layers.png
Bar = 100 um.
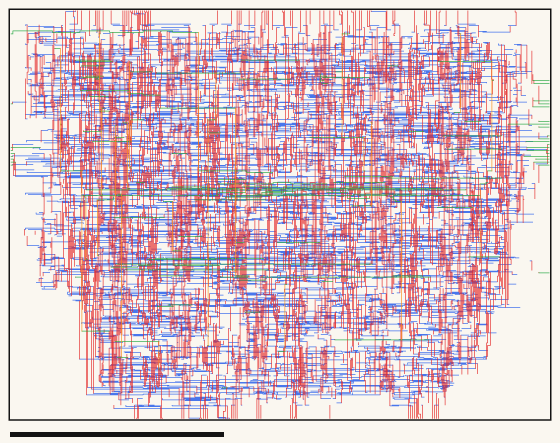
congestion_map.png
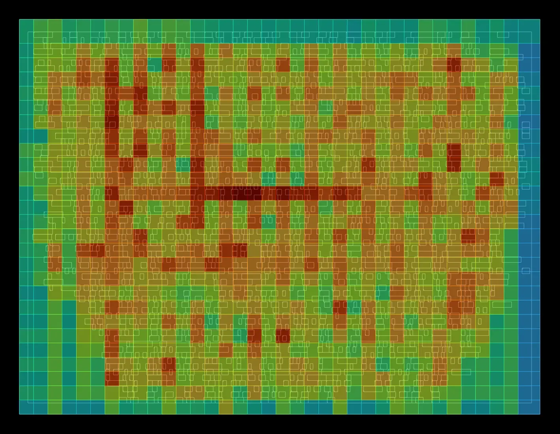
clock_wires.png
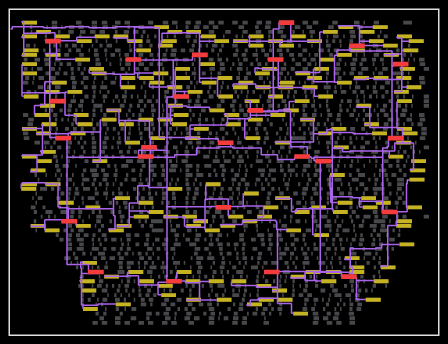
==> config.mk <==
export PLATFORM = sky130hd
export DESIGN_NAME = mul_div_unit
export DESIGN_NICKNAME = d
export VERILOG_FILES = /design/src/rtl/mul_div_unit.sv
export SDC_FILE = /design/constraint.sdc
export NUM_CORES = 1
export LEC_CHECK = 0
export CAP_MARGIN = 15
export CELL_PAD_IN_SITES_DETAIL_PLACEMENT = 2
export CELL_PAD_IN_SITES_GLOBAL_PLACEMENT = 2
export CORE_ASPECT_RATIO = 0.75
export CORE_MARGIN = 4
export CORE_UTILIZATION = 35
export CTS_CLUSTER_DIAMETER = 200
export CTS_CLUSTER_SIZE = 10
export DETAILED_ROUTE_END_ITERATION = 8
export GPL_ROUTABILITY_DRIVEN = 0
export PLACE_DENSITY = 0.79
export SLEW_MARGIN = 20
export SYNTH_ARGS = -nofsm -noshare
export SYNTH_HDL_FRONTEND = slang
export SYNTH_SLANG_ARGS = --single-unit
==> constraint.sdc <==
create_clock -name clk -period 4.54 [get_ports clk]
set_input_delay 0.908 -clock clk [delete_from_list [all_inputs] [get_ports clk]]
set_output_delay 0.908 -clock clk [all_outputs]
set_load 0.02 [all_outputs]
==> src/rtl/mul_div_unit.sv <==
// Iterative radix-2 multiply/divide unit that holds the architectural HI/LO registers.
// One step per cycle for WIDTH cycles, then a single sign-fix cycle that commits HI/LO.
module mul_div_unit #(
  parameter int WIDTH = 32
) (
  input  logic             clk,
  input  logic             resetN,
  input  logic             start,
  input  logic [5:0]       mdFunct,
  input  logic [WIDTH-1:0] opA,
  input  logic [WIDTH-1:0] opB,
  input  logic             cancel,
  output logic             busy,
  output logic             done,
  output logic [WIDTH-1:0] hi,
  output logic [WIDTH-1:0] lo
);

  localparam logic [5:0] F_MULT  = 6'b011000;
  localparam logic [5:0] F_MULTU = 6'b011001;
  localparam logic [5:0] F_DIV   = 6'b011010;
  localparam logic [5:0] F_DIVU  = 6'b011011;
  localparam logic [5:0] F_MTHI  = 6'b010001;
  localparam logic [5:0] F_MTLO  = 6'b010011;
  localparam int         CW      = $clog2(WIDTH);

  typedef enum logic [1:0] {S_IDLE, S_CALC, S_FIX} state_e;

  state_e             state_q, state_d;
  logic [CW-1:0]      cnt_q, cnt_d;
  logic [2*WIDTH-1:0] acc_q, acc_d;
  logic [WIDTH-1:0]   a_q, a_d, b_q, b_d;
  logic [WIDTH-1:0]   hi_q, hi_d, lo_q, lo_d;
  logic               is_div_q, is_div_d, neg_q, neg_d, rem_neg_q, rem_neg_d;
  logic               div_zero_q, div_zero_d, busy_q, busy_d, done_q, done_d;

  logic               is_mul_op, is_div_op, is_signed_op, accept;
  logic [WIDTH:0]     mul_sum, rem_sh;
  logic [WIDTH+1:0]   div_diff;
  logic [2*WIDTH-1:0] prod_fix;
  logic [WIDTH-1:0]   quo_fix, rem_fix;

  assign is_mul_op    = (mdFunct == F_MULT) || (mdFunct == F_MULTU);
  assign is_div_op    = (mdFunct == F_DIV)  || (mdFunct == F_DIVU);
  assign is_signed_op = (mdFunct == F_MULT) || (mdFunct == F_DIV);
  // cancel in IDLE swallows a same-cycle start of any kind
  assign accept       = start && !cancel;

  // Multiply: add multiplicand into the high half, then shift the whole product right.
  assign mul_sum  = {1'b0, acc_q[2*WIDTH-1:WIDTH]} + (b_q[0] ? {1'b0, a_q} : '0);
  // Divide: remainder lives in acc high half, quotient bits shift into the low half.
  assign rem_sh   = {acc_q[2*WIDTH-1:WIDTH], a_q[WIDTH-1]};
  assign div_diff = {1'b0, rem_sh} - {2'b00, b_q};

  assign prod_fix = neg_q     ? -acc_q                     : acc_q;
  assign quo_fix  = neg_q     ? -acc_q[WIDTH-1:0]          : acc_q[WIDTH-1:0];
  assign rem_fix  = rem_neg_q ? -acc_q[2*WIDTH-1:WIDTH]    : acc_q[2*WIDTH-1:WIDTH];

  // NOTE: every register, datapath included, is reset so a mid-op reset leaves no stale partial state.
  always_ff @(posedge clk or negedge resetN) begin
    if (!resetN) begin
      state_q    <= S_IDLE;
      cnt_q      <= '0;
      acc_q      <= '0;
      a_q        <= '0;
      b_q        <= '0;
      hi_q       <= '0;
      lo_q       <= '0;
      is_div_q   <= 1'b0;
      neg_q      <= 1'b0;
      rem_neg_q  <= 1'b0;
      div_zero_q <= 1'b0;
      busy_q     <= 1'b0;
      done_q     <= 1'b0;
    end else begin
      state_q    <= state_d;
      cnt_q      <= cnt_d;
      acc_q      <= acc_d;
      a_q        <= a_d;
      b_q        <= b_d;
      hi_q       <= hi_d;
      lo_q       <= lo_d;
      is_div_q   <= is_div_d;
      neg_q      <= neg_d;
      rem_neg_q  <= rem_neg_d;
      div_zero_q <= div_zero_d;
      busy_q     <= busy_d;
      done_q     <= done_d;
    end
  end

  always_comb begin
    state_d = state_q;
    unique case (state_q)
      S_IDLE: if (accept && (is_mul_op || is_div_op)) state_d = S_CALC;
      S_CALC: begin
        if (cancel)                           state_d = S_IDLE;
        else if (cnt_q == CW'(WIDTH - 1))     state_d = S_FIX;
      end
      S_FIX:   state_d = S_IDLE;
      default: state_d = S_IDLE;
    endcase
  end

  // NOTE: every signal gets a default before the case so no latches are inferred.
  always_comb begin
    cnt_d      = cnt_q;
    acc_d      = acc_q;
    a_d        = a_q;
    b_d        = b_q;
    hi_d       = hi_q;
    lo_d       = lo_q;
    is_div_d   = is_div_q;
    neg_d      = neg_q;
    rem_neg_d  = rem_neg_q;
    div_zero_d = div_zero_q;
    done_d     = 1'b0;
    busy_d     = (state_d != S_IDLE);
    unique case (state_q)
      S_IDLE: begin
        if (accept && (is_mul_op || is_div_op)) begin
          a_d        = (is_signed_op && opA[WIDTH-1]) ? -opA : opA;
          b_d        = (is_signed_op && opB[WIDTH-1]) ? -opB : opB;
          neg_d      = is_signed_op && (opA[WIDTH-1] ^ opB[WIDTH-1]);
          rem_neg_d  = is_signed_op && opA[WIDTH-1];
          is_div_d   = is_div_op;
          div_zero_d = is_div_op && (opB == '0);
          acc_d      = '0;
          cnt_d      = '0;
        end else if (accept && (mdFunct == F_MTHI)) begin
          hi_d = opA;
        end else if (accept && (mdFunct == F_MTLO)) begin
          lo_d = opA;
        end
      end
      S_CALC: begin
        if (!cancel) begin
          cnt_d = cnt_q + CW'(1);
          if (is_div_q) begin
            acc_d = {(div_diff[WIDTH+1] ? rem_sh[WIDTH-1:0] : div_diff[WIDTH-1:0]),
                     acc_q[WIDTH-2:0], ~div_diff[WIDTH+1]};
            a_d   = a_q << 1;
          end else begin
            acc_d = {mul_sum, acc_q[WIDTH-1:1]};
            b_d   = b_q >> 1;
          end
        end
      end
      S_FIX: begin
        if (!cancel) begin
          done_d = 1'b1;
          if (!is_div_q) begin
            hi_d = prod_fix[2*WIDTH-1:WIDTH];
            lo_d = prod_fix[WIDTH-1:0];
          end else begin
            // Divide by zero yields all-ones quotient; remainder restores to opA itself.
            hi_d = rem_fix;
            lo_d = div_zero_q ? '1 : quo_fix;
          end
        end
      end
      default: ;
    endcase
  end

  assign busy = busy_q;
  assign done = done_q;
  assign hi   = hi_q;
  assign lo   = lo_q;

endmodule
==> flow_summary.yaml <==
# physical design summary
timing:
  fin_ws_ns: 0.661
  finalSetupViolCount: 0
  rsz0062_at_grt: "no"
  whs_ns: 0.322
  finalHoldViolations: 0
final_layout:
  drive_gt1_share_pct: 4.63
  final-nonclk-buf-share_pct: 9.42
  clock_area_share_pct: 3.49
  sh_comb_area_pct: 53.8
  largest_register_ffs: 64
  ff_count: 205
  final_area_um2: 18300
  combGateArea_um2: 9820
  layout.area.seq_um2: 5130
  nFillCells: 4955
  syn2layout_area_growth_pct: 16.9
  seq-cell-share_pct: 28.1
yosys:
  yosys-mux-area-fraction_pct: 2.70
  seq_area_frac_synth_pct: 32.8
  xor_area_share_pct: 9.36
  syn_inst: 1950
  syn-num-nets: 2097
  yosys_area_um2: 15600
  yosysWarnings: 0
  synthTopCellsByCount: "267 x nand2_1, 215 x o21ai_0, 205 x dfrtp_1"
  aoi_share_pct: 26.6
  syn-cell-area_um2: 15600
  synthTopCellsByArea: "dfrtp_1 33%, o21ai_0 6.9%, nand2_1 6.4%"
  ff_type: "dfrtp_1"
  synth-edff-count: 0
  yosys_cells: 1950
placed_design:
  numPortBuffers: 139
  dp.cells: 2581
  dp.final_hpwl_um: 45400
  preCtsSetupSlack_ns: 0.274
  place_area_um2: 17600
critical_path:
  crit_path_cell_trace: "ha_1 > o21a_1 > o31a_1 > a41oi_1 > o21ai_1 > a221o_1 > a211oi_4 > buf_12 > mux2_2 > a221oi_1 > nor2_1"
  cp_num_buf_inv: 1
  r2r-start: "acc_q[33]"
  cp-start-kind: "flip-flop"
  cpPeakStageDelay_ns: 0.51
  cp-endpoint: "acc_q[50]"
  cp_max_fo: 53
  slowest_stage: "dfrtp_1"
  crit_cells: 11
pwr:
  powerSeq_mw: 2.86
  p_leak_nw: 7.89
  peakVddDrop_v: 0.000235
  p_per_area_nw_per_um2: 531
  power_mw: 9.71
  switching_power_mw: 4.43
  comb_power_share_pct: 52.2
status:
  status: "finished clean"
floorplanning:
  num_rows: 66
  chipArea_um2: 48100
  io-pin-count: 140
  dieWidth_um: 252
  taps: 578
  fp_util_pct: 35.7
clock_tree:
  cts_hold_buf: 0
  postCtsSetupRepairBufs: 0
  clockBufferDepth: 3
global_route:
  grt.busiest_layer: "met2"
  grt_max_degree: 98
  grt_pass1_wl_um: 96100
  grt.overflow.total: 0
  use_met1_pct: 34.7
worst_hold_path:
  hold_path.class: "in -> async"
Back to the opening pictures, layers.png:
colour	layer	wire length
red	M2	28.4 mm
green	M3	2330 um
orange	M4	1100 um
blue	M1	29.1 mm
wire per inst: 23.4 um
Tot GR Track Use: 24.6%
vias after detailed routing: 15472
final wirelength: 60900 um

Back to the opening pictures, congestion_map.png:
M2 GR Usage: 40.9%
met3 Usage GRT: 3.59%
Final Core Density: 41.7%

Back to the opening pictures, clock_wires.png:
[red] clock-net drivers | count: 24
[yellow] flip-flops | count: 205
[purple] clock wires | length: 3720 um
routed clock nets	25
flops lie	widely spread
power of the clock network: 1.78 mW
clk_lat worst skew: 0.55 ns
clock share of power: 18.4%
Final Skew: 0.0154 ns

Power is estimated from default activity; no workload was simulated.
